===== config.mk =====
export PLATFORM = sky130hd
export DESIGN_NAME = banco_registradores
export DESIGN_NICKNAME = d
export VERILOG_FILES = /design/src/rtl/riscv_pkg.sv /design/src/rtl/porta_leitura.sv /design/src/rtl/banco_registradores.sv
export SDC_FILE = /design/constraint.sdc
export NUM_CORES = 2
export LEC_CHECK = 0
export CAP_MARGIN = 30
export CORE_ASPECT_RATIO = 2
export CORE_MARGIN = 3
export CORE_UTILIZATION = 35
export DETAILED_ROUTE_END_ITERATION = 10
export PLACE_DENSITY = 0.58
export SETUP_SLACK_MARGIN = 0.1
export SLEW_MARGIN = 20
export SYNTH_ARGS = -nofsm -noshare
export SYNTH_HDL_FRONTEND = slang
export SYNTH_SLANG_ARGS = --single-unit

===== constraint.sdc =====
create_clock -name clk -period 38.4 [get_ports clk]
set_input_delay 11.52 -clock clk [delete_from_list [all_inputs] [get_ports clk]]
set_output_delay 11.52 -clock clk [all_outputs]
set_load 0.05 [all_outputs]

===== src/rtl/riscv_pkg.sv =====
// Shared RISC-V core constants: register file geometry and instruction field positions
// used by both the register file and the decoder.
package riscv_pkg;

   localparam int XLEN       = 32;
   localparam int REG_ADDR_W = 5;

   localparam logic [REG_ADDR_W-1:0] REG_ZERO = 5'd0;

   // Register index fields inside a 32-bit instruction word
   localparam int RS1_MSB = 19;
   localparam int RS1_LSB = 15;
   localparam int RS2_MSB = 24;
   localparam int RS2_LSB = 20;
   localparam int RD_MSB  = 11;
   localparam int RD_LSB  = 7;

endpackage


===== src/rtl/porta_leitura.sv =====
// One combinational register-file read port: x0 returns zero, optional same-cycle
// forwarding of the write port, otherwise the stored register contents.
module porta_leitura
   import riscv_pkg::*;
#(
   parameter int DATA_WIDTH = 32,
   parameter int ADDR_WIDTH = 5,
   parameter int BYPASS     = 0
) (
   input  logic [ADDR_WIDTH-1:0] addr,
   input  logic [DATA_WIDTH-1:0] regs [1:(2**ADDR_WIDTH)-1],
   input  logic                  wr_en,
   input  logic [ADDR_WIDTH-1:0] wr_addr,
   input  logic [DATA_WIDTH-1:0] wr_data,
   output logic [DATA_WIDTH-1:0] data
);

   localparam logic [ADDR_WIDTH-1:0] ZERO_IDX = ADDR_WIDTH'(REG_ZERO);

   // x0 wins over forwarding; the write-enable already excludes x0 and reset
   always_comb begin
      data = '0;
      if (addr != ZERO_IDX) begin
         if ((BYPASS != 0) && wr_en && (wr_addr == addr))
            data = wr_data;
         else
            data = regs[addr];
      end
   end

endmodule


===== src/rtl/banco_registradores.sv =====
// Integer register file for the single-cycle core: x1..x31 storage with one
// synchronous write port and two combinational read ports (x0 hardwired to zero).
module banco_registradores
   import riscv_pkg::*;
#(
   parameter int DATA_WIDTH = XLEN,
   parameter int ADDR_WIDTH = REG_ADDR_W,
   parameter int BYPASS     = 0
) (
   input  logic                  clk,
   input  logic                  rst,
   input  logic [ADDR_WIDTH-1:0] rs1_addr,
   input  logic [ADDR_WIDTH-1:0] rs2_addr,
   input  logic [ADDR_WIDTH-1:0] rd_addr,
   input  logic [DATA_WIDTH-1:0] rd_data,
   input  logic                  reg_write,
   output logic [DATA_WIDTH-1:0] rs1_data,
   output logic [DATA_WIDTH-1:0] rs2_data
);

   localparam int DEPTH = 2**ADDR_WIDTH;
   localparam logic [ADDR_WIDTH-1:0] ZERO_IDX = ADDR_WIDTH'(REG_ZERO);

   logic [DATA_WIDTH-1:0] regs [1:DEPTH-1];
   logic                  wr_en;

   // Reset blocks writes and forwarding alike, so outputs stay zero while rst is high
   assign wr_en = reg_write && !rst && (rd_addr != ZERO_IDX);

   always_ff @(posedge clk or posedge rst) begin
      if (rst) begin
         for (int i = 1; i < DEPTH; i++)
            regs[i] <= '0;
      end else if (wr_en) begin
         regs[rd_addr] <= rd_data;
      end
   end

   porta_leitura #(
      .DATA_WIDTH(DATA_WIDTH),
      .ADDR_WIDTH(ADDR_WIDTH),
      .BYPASS    (BYPASS)
   ) u_porta_rs1 (
      .addr   (rs1_addr),
      .regs   (regs),
      .wr_en  (wr_en),
      .wr_addr(rd_addr),
      .wr_data(rd_data),
      .data   (rs1_data)
   );

   porta_leitura #(
      .DATA_WIDTH(DATA_WIDTH),
      .ADDR_WIDTH(ADDR_WIDTH),
      .BYPASS    (BYPASS)
   ) u_porta_rs2 (
      .addr   (rs2_addr),
      .regs   (regs),
      .wr_en  (wr_en),
      .wr_addr(rd_addr),
      .wr_data(rd_data),
      .data   (rs2_data)
   );

endmodule


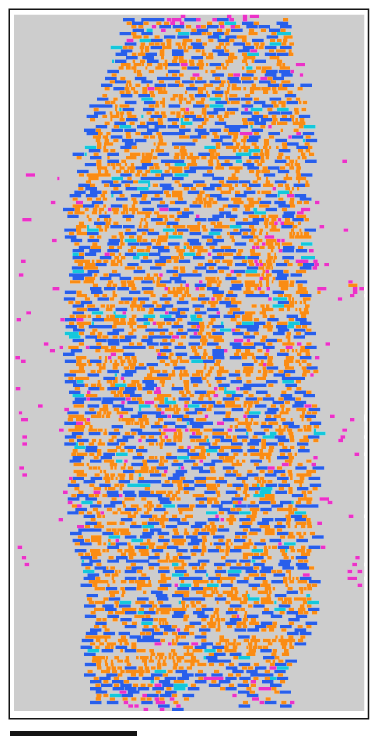
Figure 1: cells colored by class.
The bar under the picture is 100 um long. Fill, decap, tap and diode cells in gray.
Key: clock drivers and dummy loads = cyan [cells 159]; flops = blue [cells 992]; combinational and other logic = orange [cells 2627]; other buffers and delay cells = magenta [cells 240]

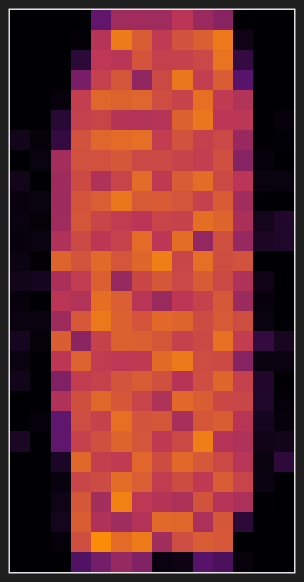
Figure 2: placement density heat map.
The die is cut into 14 by 28 equal tiles; black is low, pale yellow is high, 0 to 100% covered.
The emptiest ninth of the die: upper left. 22% of the tiles are nearly empty. The mean over all tiles is 36%. The fullest tile reaches 75%.
core area: 0.152 mm^2
Starting Density: 35.2%
post-layout util: 39.1%

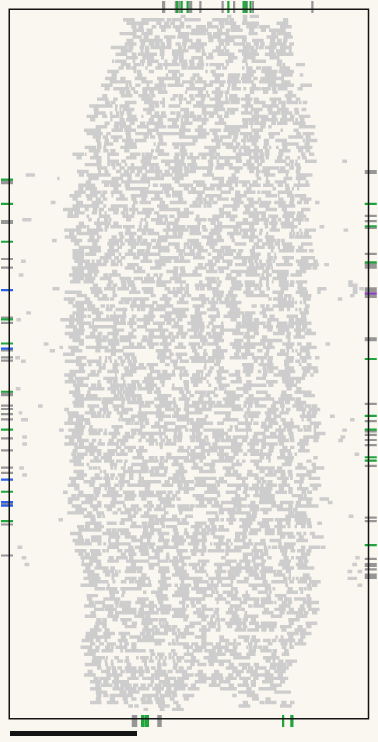
Figure 3: ports around the boundary.
The bar under the picture is 100 um long. Pins as bars across the die edge, other pins in gray.
Key: reg_write = purple [pins 1, direction input, edge right]; rd_data = green [pins 32, direction input, edge 9 left, 9 right, 7 bottom, 7 top]; rs2_addr = blue [pins 5, direction input, edge left]
All pins by edge: 42 right, 38 left, 20 top, 14 bottom.

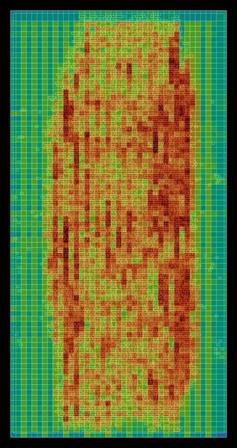
Figure 4: routing congestion map.
met3 Track Usage GR: 3.28%
GRT Overall Usage: 23.4%

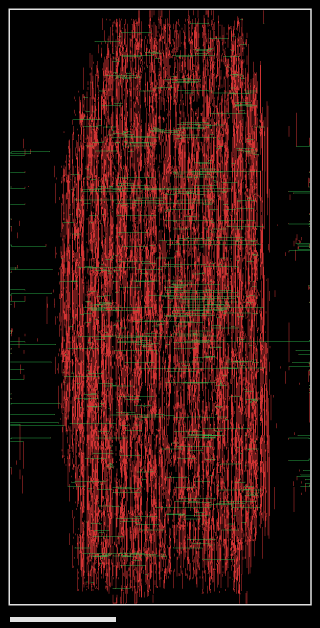
Figure 5: metal layers overlaid.
The bar under the picture is 100 um long. Only two layers are drawn.
Key: metal 3 = green [wire length 9120 um]; metal 2 = red [wire length 93.6 mm]
Vias: 36600
Routed wire per std cell: 31.2 um

-- logic make-up after synthesis --
kind of cell	count (synthesis)	synth area share, %
AND-OR/OR-AND	512	6.75
AND/OR/NAND/NOR	294	2.96
multiplexers	1819	39.7
flip-flops	992	46.5
buffers and inverters	425	4.16
-- where the power goes --
group          total [mW]  switching, mW  internal, mW
sequential           1.29          0.108          1.18
combinational       0.506          0.253         0.253
clock               0.936          0.419         0.516
-- per-stage QoR --
stage	instances	area [um^2]	util, %	total power, mW	setup slack (ns)
after floorplan	4042	53400	-	1.66	12.82
after global placement	5757	55700	36.8	1.79	10.02
after detailed placement	5784	56200	37.1	1.81	10.12
after CTS	5943	59100	39.0	2.75	10.12
after global routing	5957	59300	39.1	2.84	10.04
final	5958	59300	39.1	2.73	10.31
==> GITHUB_STEP_SUMMARY <==
## Implementation flow summary

| Metric | Value |
|---|---|
| Crit-path slowest cell | `clkdlybuf4s50_1` |
| Worst-Skew Late Latency | `between 0.6 and 0.7 ns` |
| Worst Hold Launch | `regs[516]$_DFFE_PP0P_` |
| Synth Cell Area | `around 0.053 mm^2` |
| Register area | `about 0.025 mm^2` |
| Top Family by Delay on Critical Path | `buffers and inverters` |
| Worst Setup SP | `rs2_addr[0]` |
| Worst Setup Start Kind | `primary input` |
| Status | `completed` |
| Met3 wire length | `9.12 mm` |
| Taps Inserted | `1938` |
| DR iter-0 viols | `around 2300` |
| Post-CTS resize count | `0` |
| Worst R2R End | `regs[377]$_DFFE_PP0P_` |
| Fin Hold WS | `0.505 ns` |
| Max-area cell share | `46.5%` |
| Grt total ovfl | `0` |
| Most frequent cell after synthesis | `dfrtp_1` |
| Gpl congestion | `roughly 0.80` |
| Comb area share | `44.9%` |
| CTS buffer count | `between 80 and 90` |
| Largest regs | `regs x992` |
| Top cells by count | `dfrtp_1 (992), mux2_2 (988), mux2i_1 (630)` |
| Biggest area cells | `dfrtp_1 (46%), mux2_2 (21%), mux2i_1 (12%), mux4_2 (5.6%), o22ai_1 (3.0%)` |
| Unique cell type count in the Yosys netlist | `37` |
| Setup TNS | `0 ns` |
| Met1 global-route usage | `~28%` |
| Worst-path fanout max | `between 40 and 50` |
| Clk slew on worst S/H paths | `about 0.060 ns` |
| YS warnings | `0` |
| Initial antenna violation count | `2` |
| Fin. max-slew vios | `0` |
| Dominant register cell | `dfrtp_1` |
| Max Fclk | `35.6 MHz` |
| Sequential share of cell area | `about two fifths` |
No activity file was given, so power comes from the tool's default toggle rates.
